==> src/rtl/mem_arb_pkg.sv <==
// rtl/mem_arb_pkg.sv - shared types and constants for the data-memory arbiter
package mem_arb_pkg;

    typedef enum logic [1:0] {IDLE, ACCESS, WAIT, DONE} arb_state_t;
    typedef enum logic {GNT_CPU, GNT_HOST} gnt_t;

    localparam int RD_LAT_MAX = 7;
    localparam int CNT_W      = $clog2(RD_LAT_MAX + 1);

endpackage

==> src/rtl/rr_arbiter2.sv <==
// rtl/rr_arbiter2.sv - two-way round-robin grant with a last-grant register
module rr_arbiter2
    import mem_arb_pkg::*;
(
    input  logic clk,
    input  logic rst_n,
    input  logic req_cpu_i,
    input  logic req_host_i,
    input  logic update_i,
    input  gnt_t upd_gnt_i,
    output logic gnt_valid_o,
    output gnt_t gnt_o
);

    gnt_t last_q;

    // Resetting to HOST lets the cpu win the first tie.
    always_ff @(posedge clk or negedge rst_n) begin
        if (!rst_n) begin
            last_q <= GNT_HOST;
        end else if (update_i) begin
            last_q <= upd_gnt_i;
        end
    end

    always_comb begin
        gnt_valid_o = req_cpu_i | req_host_i;
        if (req_cpu_i && req_host_i) begin
            gnt_o = (last_q == GNT_CPU) ? GNT_HOST : GNT_CPU;
        end else if (req_host_i) begin
            gnt_o = GNT_HOST;
        end else begin
            gnt_o = GNT_CPU;
        end
    end

endmodule

==> src/rtl/dmem_arbiter.sv <==
// rtl/dmem_arbiter.sv - shares one single-port data RAM between the cpu and a host port
module dmem_arbiter
    import mem_arb_pkg::*;
#(
    parameter int ADDR_W = 16,
    parameter int DATA_W = 32,
    parameter int RD_LAT = 1
) (
    input  logic              clk,
    input  logic              rst,
    input  logic              cpu_req,
    input  logic              cpu_we,
    input  logic [ADDR_W-1:0] cpu_addr,
    input  logic [DATA_W-1:0] cpu_wdata,
    output logic              cpu_ack,
    output logic [DATA_W-1:0] cpu_rdata,
    output logic              cpu_stall,
    input  logic              host_req,
    input  logic              host_we,
    input  logic [ADDR_W-1:0] host_addr,
    input  logic [DATA_W-1:0] host_wdata,
    output logic              host_ack,
    output logic [DATA_W-1:0] host_rdata,
    output logic              mem_en,
    output logic              mem_we,
    output logic [ADDR_W-1:0] mem_addr,
    output logic [DATA_W-1:0] mem_wdata,
    input  logic [DATA_W-1:0] mem_rdata,
    output logic              busy
);

    arb_state_t        state_q, state_d;
    gnt_t              gnt_q, gnt_d, arb_gnt;
    logic              arb_valid;
    logic              we_q, we_d;
    logic [ADDR_W-1:0] addr_q, addr_d;
    logic [DATA_W-1:0] wdata_q, wdata_d;
    logic [CNT_W-1:0]  cnt_q, cnt_d;
    logic [DATA_W-1:0] cpu_rdata_q, cpu_rdata_d;
    logic [DATA_W-1:0] host_rdata_q, host_rdata_d;
    logic              rr_update;

    rr_arbiter2 u_rr (
        .clk         (clk),
        .rst_n       (rst),
        .req_cpu_i   (cpu_req),
        .req_host_i  (host_req),
        .update_i    (rr_update),
        .upd_gnt_i   (gnt_q),
        .gnt_valid_o (arb_valid),
        .gnt_o       (arb_gnt)
    );

    always_ff @(posedge clk or negedge rst) begin
        if (!rst) begin
            state_q      <= IDLE;
            gnt_q        <= GNT_CPU;
            we_q         <= 1'b0;
            addr_q       <= '0;
            wdata_q      <= '0;
            cnt_q        <= '0;
            cpu_rdata_q  <= '0;
            host_rdata_q <= '0;
        end else begin
            state_q      <= state_d;
            gnt_q        <= gnt_d;
            we_q         <= we_d;
            addr_q       <= addr_d;
            wdata_q      <= wdata_d;
            cnt_q        <= cnt_d;
            cpu_rdata_q  <= cpu_rdata_d;
            host_rdata_q <= host_rdata_d;
        end
    end

    // Request fields are captured only in IDLE; later changes on the ports are ignored.
    always_comb begin
        state_d      = state_q;
        gnt_d        = gnt_q;
        we_d         = we_q;
        addr_d       = addr_q;
        wdata_d      = wdata_q;
        cnt_d        = cnt_q;
        cpu_rdata_d  = cpu_rdata_q;
        host_rdata_d = host_rdata_q;
        case (state_q)
            IDLE: begin
                if (arb_valid) begin
                    gnt_d = arb_gnt;
                    if (arb_gnt == GNT_CPU) begin
                        we_d    = cpu_we;
                        addr_d  = cpu_addr;
                        wdata_d = cpu_wdata;
                    end else begin
                        we_d    = host_we;
                        addr_d  = host_addr;
                        wdata_d = host_wdata;
                    end
                    state_d = ACCESS;
                end
            end
            ACCESS: begin
                if (we_q) begin
                    state_d = IDLE;
                end else begin
                    cnt_d   = CNT_W'(RD_LAT);
                    state_d = WAIT;
                end
            end
            WAIT: begin
                cnt_d = cnt_q - CNT_W'(1);
                if (cnt_q == CNT_W'(1)) begin
                    if (gnt_q == GNT_CPU) begin
                        cpu_rdata_d = mem_rdata;
                    end else begin
                        host_rdata_d = mem_rdata;
                    end
                    state_d = DONE;
                end
            end
            DONE: begin
                state_d = IDLE;
            end
            default: begin
                state_d = IDLE;
            end
        endcase
    end

    // A write completes in ACCESS, a read in DONE; both close the round-robin turn.
    always_comb begin
        mem_en    = (state_q == ACCESS);
        mem_we    = (state_q == ACCESS) && we_q;
        rr_update = ((state_q == ACCESS) && we_q) || (state_q == DONE);
        cpu_ack   = rr_update && (gnt_q == GNT_CPU);
        host_ack  = rr_update && (gnt_q == GNT_HOST);
        busy      = (state_q != IDLE);
    end

    assign mem_addr   = addr_q;
    assign mem_wdata  = wdata_q;
    assign cpu_rdata  = cpu_rdata_q;
    assign host_rdata = host_rdata_q;
    assign cpu_stall  = cpu_req & ~cpu_ack;

endmodule
==> config.mk <==
export PLATFORM = sky130hd
export DESIGN_NAME = dmem_arbiter
export DESIGN_NICKNAME = d
export VERILOG_FILES = /design/src/rtl/mem_arb_pkg.sv /design/src/rtl/rr_arbiter2.sv /design/src/rtl/dmem_arbiter.sv
export SDC_FILE = /design/constraint.sdc
export NUM_CORES = 1
export LEC_CHECK = 0
export ABC_AREA = 1
export CELL_PAD_IN_SITES_DETAIL_PLACEMENT = 1
export CELL_PAD_IN_SITES_GLOBAL_PLACEMENT = 2
export CORE_MARGIN = 2
export CORE_UTILIZATION = 23
export CTS_CLUSTER_SIZE = 24
export DETAILED_ROUTE_END_ITERATION = 7
export PLACE_DENSITY_LB_ADDON = 0.1
export SYNTH_ARGS = -nofsm -noshare
export SYNTH_HDL_FRONTEND = slang
export SYNTH_SLANG_ARGS = --single-unit
==> constraint.sdc <==
create_clock -name clk -period 1.6 [get_ports clk]
set_clock_uncertainty 0.1 [all_clocks]
set_input_delay 0.16 -clock clk [delete_from_list [all_inputs] [get_ports clk]]
set_output_delay 0.16 -clock clk [all_outputs]
set_load 0.005 [all_outputs]
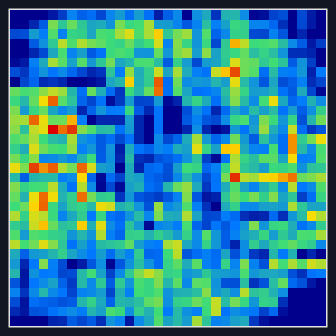
Run 1: wiring heat map
The die is cut into 33 by 33 equal tiles; dark blue is low, red is high, scaled to the fullest tile. Values are wire area over tile area, all layers added.
The densest ninth of the die: middle left. The mean over all tiles is 0.13. The emptiest ninth of the die: center.
gr usage total: 0.167
final WL: 21800 microns

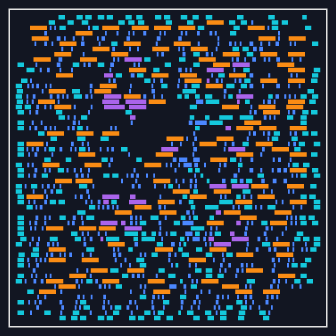
Run 1: cells colored by class
sequential cells: marked orange, cells 120. clock drivers and dummy loads: marked purple, cells 32. remaining buffers and delay cells: marked cyan, cells 294. remaining logic cells: marked blue, cells 584.
Core Util, Final: 0.383
core region area: 25000 sq um
fin area: 9550 sq um
# rows: 58

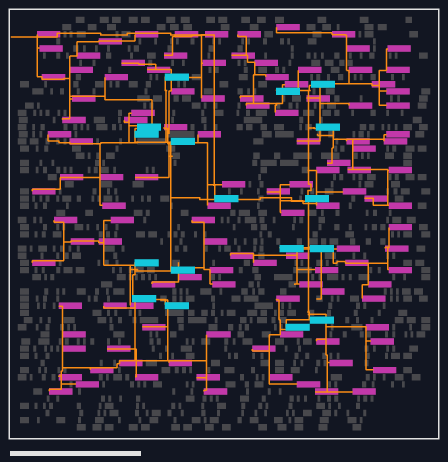
Run 1: clock distribution
Bar = 50 microns.
clock-net drivers: marked cyan, count 17. flip-flops: marked magenta, count 120. clock wires: marked orange, length 2020 microns.
There are 18 routed clock nets. Position of the flops: all over the die.

==> results.sh, run 1 <==
# flow metrics
export IMPL_n_tap_cell=330
export IMPL_portBuffers=251
export IMPL_clk_latency_ns=0.41
export IMPL_pwr_share_seq=0.313
export IMPL_drt_met1_wl_microns=10000
export IMPL_nNonClkBuffers=294
export IMPL_min_period_ns=1.61
export IMPL_drt_iter0_markers=185
export IMPL_reg2reg_depth=8
export IMPL_area_share_nonclk_buffers=0.314
export IMPL_hold_start="host_req"
export IMPL_power_group_top="combinational logic"
export IMPL_syn_avg_cell_area_sq_um=7.71
export IMPL_comb_power_mw=8.08
export IMPL_rsz0062_at_grt="yes"
export IMPL_switchingPower_mw=6.23
export IMPL_period_used=1.01
export IMPL_comb_cell_share=0.224
export IMPL_crit_path_end="host_ack"
export IMPL_place_detailed_hpwl_microns=15400
export IMPL_max_freq_mhz=620
export IMPL_ff2ff_setup_slack_ns=0.01
export IMPL_cts_tree="yes"
export IMPL_most_common_layout_cells="290 x nand2_1, 218 x clkdlybuf4s50_1, 119 x dfrtp_1"
export IMPL_syn_area_sq_um=5810
export IMPL_biggestCellCategory="flip-flops and latches"
export IMPL_final_net_count=1153
export IMPL_drc=0
export IMPL_critPathSlowestCell="dfrtp_1"
export IMPL_drt_pass1_iterations=4
export IMPL_crit_buf_inv=3
export IMPL_n_clock_buffer=18
export IMPL_p_clk_mw=3.85
export IMPL_regArea_sq_um=3000
export IMPL_flop_count=120
export IMPL_grt_pass1_vias=5979
export IMPL_fp_util=0.233
export IMPL_tightest_slew_ns=0.339
export IMPL_synth_seq_share=0.517
export IMPL_hold_path_end="mem_wdata[9]$_DFFE_PN0P_"
export IMPL_grt_start_max_net_pins=46
export IMPL_worstPathRequired_ns=1.34
export IMPL_power_frac_comb=0.465
export IMPL_routed_wl_met3_microns=1690
export IMPL_setup_ws_ns=-0.0138
export IMPL_cts_made_buffers=17
export IMPL_dp_cells=1325
export IMPL_path_depth=5
export IMPL_num_antenna_cells=0
export IMPL_nNonClkInverters=107
export IMPL_hold_ws_ns=0.0572
export IMPL_fp_dieH_microns=163
export IMPL_ys_types=23
export IMPL_post_place_ws_ns=-0.102
export IMPL_path_clk_slew_ns=0.05
export IMPL_end_kind="output pin"
export IMPL_r2r_start="state_q[0]$_DFFE_PN0P_"
export IMPL_root_buffer="clkbuf_16"
export IMPL_nFillCells=2991
export IMPL_comb_cells=477
export IMPL_p_int_mw=11.1
export IMPL_seq_power_mw=5.44
export IMPL_ioPinCount=252
export IMPL_reg2reg_to="host_rdata[18]$_DFFE_PN0P_"
export IMPL_drive_gt1_frac=0.0951
export IMPL_max_stage_delay_ns=0.40
export IMPL_path_max_fanout=4
export IMPL_top_layer="met4"
export IMPL_met2_usage=0.264
export IMPL_antenna_found_initial=0
export IMPL_slew_viol_final=0
export IMPL_setup_viol=2
export IMPL_yosysChipArea_sq_um=5810
export IMPL_h_tree_depth=4
export IMPL_drt_wirelength_per_cell_microns=16.0
export IMPL_cap_violations=0
export IMPL_seq_area_frac=0.315
export IMPL_overflow=0
export IMPL_finalPower_mw=17.4
export IMPL_violations="setup timing"
export IMPL_peakVddDrop_v=0.000732
export IMPL_critPathTopFamily="flip-flops"
export IMPL_crit_chain="o21ai_1 > buf_4 > buf_6 > nor2_1 > buf_2"
export IMPL_ys_cells=753
export IMPL_ant_nets=0
export IMPL_clk_share=0.0617
export IMPL_synth_flops=120
export IMPL_grt_pass1_wl_microns=34200
export IMPL_area_growth_pct=64.5
export IMPL_num_vias=5681
export IMPL_gr_usage_met3=0.0598
export IMPL_crit_path_start_kind="flip-flop"
export IMPL_fin_cells=1360
export IMPL_met1_usage=0.218
export IMPL_grt_busiest_layer="met2"
export IMPL_vias_per_cell=4.18
export IMPL_comb_area_sq_um=2130
export IMPL_crit_arrival_ns=1.35
export IMPL_fp_nets=889
export IMPL_netlist_instances=753
export IMPL_routabilityCongestion=0.729
export IMPL_warnings=29
export IMPL_clkSinkCount=120
export IMPL_power_leakage_nw=4.92
export IMPL_final_hold_violation_count=0
export IMPL_hp_class="in -> reg"
export IMPL_dr_wl_met2_microns=9850
export IMPL_power_frac_clock=0.222
export IMPL_lay_top_count="nand2_1"
export IMPL_clk_path_buf_depth=2
export IMPL_dieWidth_microns=163
export IMPL_yosys_warnings=0
export IMPL_outcome="finished with violations"
export IMPL_whs_path_depth=4
export IMPL_powerDensity_nw_per_um2=1820
export IMPL_crit_type="reg -> out"
export IMPL_swShare=0.358
export IMPL_die_area_sq_um=26500
export IMPL_relSlewSlack=0.774
[run 1: cells in the mapped netlist]
master | n | area, sq um
nor3_1 | 1 | 5.00
nor2_1 | 5 | 18.8
or2_2 | 2 | 12.5
o21ai_2 | 1 | 8.76
clkbuf_1 | 13 | 48.8
nand4_1 | 32 | 200
inv_1 | 105 | 394
inv_4 | 1 | 6.26
dfrtp_1 | 119 | 2980
nand3_2 | 1 | 10.0
dfstp_2 | 1 | 26.3
buf_4 | 7 | 52.6
ha_1 | 2 | 25.0
nand3_4 | 1 | 17.5
buf_6 | 8 | 90.1
inv_2 | 1 | 3.75
o21ai_1 | 9 | 45.0
buf_2 | 21 | 105
nor2_4 | 1 | 11.3
nor2_2 | 2 | 12.5
nand3_1 | 99 | 495
nand2_1 | 293 | 1100
o21ai_0 | 28 | 140
[run 1: cell families after synthesis]
logic type                 share of synthesized area
AOI/OAI and AO/OA                             0.0334
adders and majority gates                    0.00431
buffers and inverters                          0.121
DFF                                            0.517
and+or+nand+nor                                0.324
[run 1: timing repair]
| item | 4_1_cts | 5_1_grt |
|---|---|---|
| endpoints found under the setup margin | 10 | 90 |
| gates resized | 36 | 28 |
| buffers inserted | 1 | 1 |
| pin swaps | 1 | 1 |
| endpoints found under the hold margin | 119 | 0 |
| hold buffers | 1 | 0 |
| gates cloned | 0 | 0 |
[run 1: stage by stage]
stage | area (sq um) | setup TNS (ns)
floorplan | 5810 | 0
global placement | 8880 | -1.41
detailed placement | 8880 | -3.26
CTS | 9480 | -0.336
global route | 9550 | -4.42
finish | 9550 | -0.0181
[run 1: sequential cells by signal (all words and copies together) (netlist names), named ones only]
register and cells:
mem_wdata 32, state_q 1, cpu_rdata 32, mem_addr 16
host_rdata 32, u_rr.last_q 1, cnt_q 3, gnt_q 1
we_q 1
--- run 2 (diff from run 1) ---
--- a/config.mk
+++ b/config.mk
@@ -10,7 +10,6 @@
 export CELL_PAD_IN_SITES_GLOBAL_PLACEMENT = 2
 export CORE_MARGIN = 2
 export CORE_UTILIZATION = 23
-export CTS_CLUSTER_SIZE = 24
 export DETAILED_ROUTE_END_ITERATION = 7
 export PLACE_DENSITY_LB_ADDON = 0.1
 export SYNTH_ARGS = -nofsm -noshare
==> results.sh, run 2 <==
# flow metrics
export IMPL_rsz0062_at_grt="yes"
export IMPL_synth_area_top_cells="dfrtp_1 51%, nand2_1 19%, nand3_1 8.5%"
export IMPL_crit_arrival_ns=1.35
export IMPL_ys_cells=753
export IMPL_comb_area_sq_um=2130
export IMPL_ant_nets=0
export IMPL_routabilityCongestion=0.729
export IMPL_end_kind="output pin"
export IMPL_grt_pass1_vias=5979
export IMPL_drive_gt1_frac=0.0951
export IMPL_setup_ws_ns=-0.0138
export IMPL_aoi_share=0.0334
export IMPL_worstPathRequired_ns=1.34
export IMPL_rows=58
export IMPL_yosysChipArea_sq_um=5810
export IMPL_fin_util=0.383
export IMPL_period_used=1.01
export IMPL_synthFlopType="dfrtp_1"
export IMPL_switchingPower_mw=6.23
export IMPL_area_growth_pct=64.5
export IMPL_syn_area_sq_um=5810
export IMPL_swShare=0.358
export IMPL_die_area_sq_um=26500
export IMPL_drc=0
export IMPL_power_group_top="combinational logic"
export IMPL_comb_cell_share=0.224
export IMPL_clk_path_buf_depth=2
export IMPL_clk_latency_ns=0.41
export IMPL_lay_top_count="nand2_1"
export IMPL_peakVddDrop_v=0.000732
export IMPL_synthXorXnorAreaFrac=0
export IMPL_crit_path_start_kind="flip-flop"
export IMPL_vias_per_cell=4.18
export IMPL_post_place_ws_ns=-0.102
export IMPL_pwr_share_seq=0.313
export IMPL_final_hold_violation_count=0
export IMPL_synth_most_common_cell="nand2_1"
export IMPL_tightest_slew_ns=0.339
export IMPL_path_max_fanout=4
export IMPL_most_common_layout_cells="290 x nand2_1, 218 x clkdlybuf4s50_1, 119 x dfrtp_1"
export IMPL_hold_ws_ns=0.0572
export IMPL_edf_count=0
export IMPL_synth_seq_share=0.517
export IMPL_comb_cells=477
export IMPL_drt_iter0_markers=185
export IMPL_ys_types=23
export IMPL_dp_cells=1325
export IMPL_comb_power_mw=8.08
export IMPL_fin_cells=1360
export IMPL_ioPinCount=252
export IMPL_async_flop_share=1.00
export IMPL_critPathSlowestCell="dfrtp_1"
export IMPL_final_net_count=1153
export IMPL_crit_chain="o21ai_1 > buf_4 > buf_6 > nor2_1 > buf_2"
export IMPL_hp_class="in -> reg"
export IMPL_portBuffers=251
export IMPL_root_buffer="clkbuf_16"
export IMPL_syn_avg_cell_area_sq_um=7.71
export IMPL_setup_viol=2
export IMPL_grt_pass1_wl_microns=34200
export IMPL_largest_area_cell="dfrtp_1"
export IMPL_dieWidth_microns=163
export IMPL_common_cells="293 x nand2_1, 119 x dfrtp_1, 105 x inv_1"
export IMPL_yosys_warnings=0
export IMPL_grt_usage=0.167
export IMPL_crit_type="reg -> out"
export IMPL_power_leakage_nw=4.92
export IMPL_synthMuxAreaShare=0
export IMPL_place_detailed_hpwl_microns=15400
export IMPL_antenna_found_initial=0
export IMPL_netlist_instances=753
export IMPL_nNonClkInverters=107
export IMPL_ys_top_logic_family="simple AND/OR/NAND/NOR gates"
export IMPL_flop_count=120
export IMPL_area_share_nonclk_buffers=0.314
export IMPL_clk_share=0.0617
export IMPL_synth_top_area_share=0.513
export IMPL_synthSimpleGateAreaFrac=0.324
export IMPL_fp_dieH_microns=163
export IMPL_num_antenna_cells=0
export IMPL_outcome="finished with violations"
export IMPL_violations="setup timing"
export IMPL_cap_violations=0
export IMPL_slew_viol_final=0
export IMPL_nNonClkBuffers=294
export IMPL_warnings=29
export IMPL_biggestCellCategory="flip-flops and latches"
export IMPL_n_tap_cell=330
export IMPL_wl_microns=21800
export IMPL_power_frac_clock=0.222
export IMPL_grt_start_max_net_pins=46
export IMPL_coreArea_sq_um=25000
export IMPL_adder_share=0.00431
export IMPL_setup_tns_ns=-0.0181
export IMPL_fp_util=0.233
export IMPL_nFillCells=2991
export IMPL_cts_tree="yes"
export IMPL_max_freq_mhz=620
export IMPL_p_int_mw=11.1
export IMPL_seq_power_mw=5.44
export IMPL_fp_nets=889
export IMPL_overflow=0
export IMPL_relSlewSlack=0.774
export IMPL_max_stage_delay_ns=0.40
export IMPL_synth_flops=120
export IMPL_power_frac_comb=0.465
export IMPL_path_clk_slew_ns=0.05
export IMPL_drt_pass1_iterations=4
export IMPL_powerDensity_nw_per_um2=1820
export IMPL_min_period_ns=1.61
==> run 2: cell counts after synthesis <==
Identical to the previous run, type by type.
==> run 2: final timing paths <==
| kind | from | endpoint | slack, ns | cells past startpoint |
|---|---|---|---|---|
| max in group asynchronous | rst | mem_wdata[25]$_DFFE_PN0P_ | 0.71 | 3 |
| setup / recovery | flip-flop | host_ack | -0.01 | 5 |
| hold reg to reg | cpu_rdata[6]$_DFFE_PN0P_ | cpu_rdata[6]$_DFFE_PN0P_ | 0.36 | 2 |
| hold / removal | host_req | mem_wdata[9]$_DFFE_PN0P_ | 0.06 | 4 |
| min in group asynchronous | rst | cpu_rdata[17]$_DFFE_PN0P_ | 0.09 | 2 |
| setup reg to reg | state_q[0]$_DFFE_PN0P_ | host_rdata[18]$_DFFE_PN0P_ | 0.01 | 8 |
==> run 2: critical path: cells and delay by family, from the launching register on <==
family                 cells  cell delay (ns)
AND-OR/OR-AND              1             0.13
AND/OR/NAND/NOR            1             0.03
flip-flops                 1             0.40
buffers and inverters      3             0.38
==> run 2: per-stage QoR <==
step | power, mW | instance area (sq um)
floorplan | 8.62 | 5810
global placement | 13.7 | 8880
detailed placement | 13.8 | 8880
CTS | 17.8 | 9480
global route | 18.8 | 9550
finish | 17.4 | 9550
==> run 2: metal layers <==
layer  GRT usage  vias up  wire (microns)
met3      0.0598       13            1690
met4      0.0410        0             206
met5           0        -               0
met2       0.264      153            9850
met1       0.218     2639           10000
li1            -     2876               -
==> run 2: timing repair <==
| item | 4_1_cts | 5_1_grt |
|---|---|---|
| hold buffers | 1 | 0 |
| endpoints found under the setup margin | 10 | 90 |
| hold endpoints to repair | 119 | 0 |
| resized | 36 | 28 |
| pin swaps | 1 | 1 |
| buffers inserted | 1 | 1 |
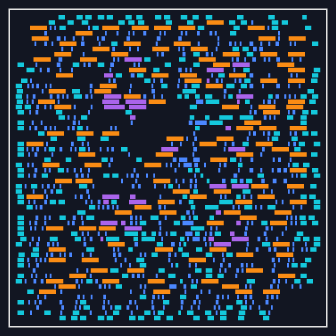
Run 2: cells colored by class
sequential cell area share: 0.315

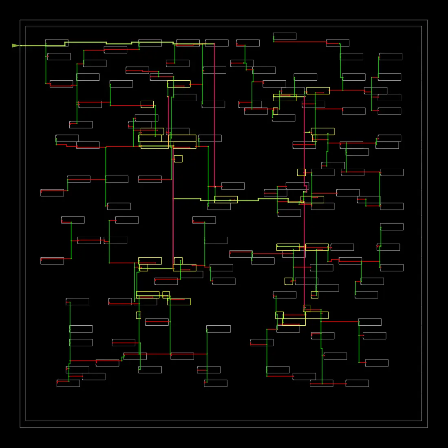
Run 2: clock nets
clk_buf instances: 18
Num CTS Buffers: 17
CTS sink cnt: 120
Power Clock: 3.85 mW

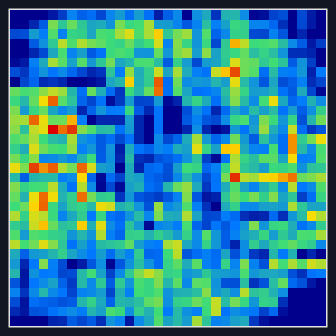
Run 2: wiring heat map
The die is cut into 33 by 33 equal tiles; dark blue is low, red is high, scaled to the fullest tile. Values are wire area over tile area, all layers added.
mean routed wirelength per cell: 16.0 microns
vias: 5681

Power and IR drop assume default switching activity.
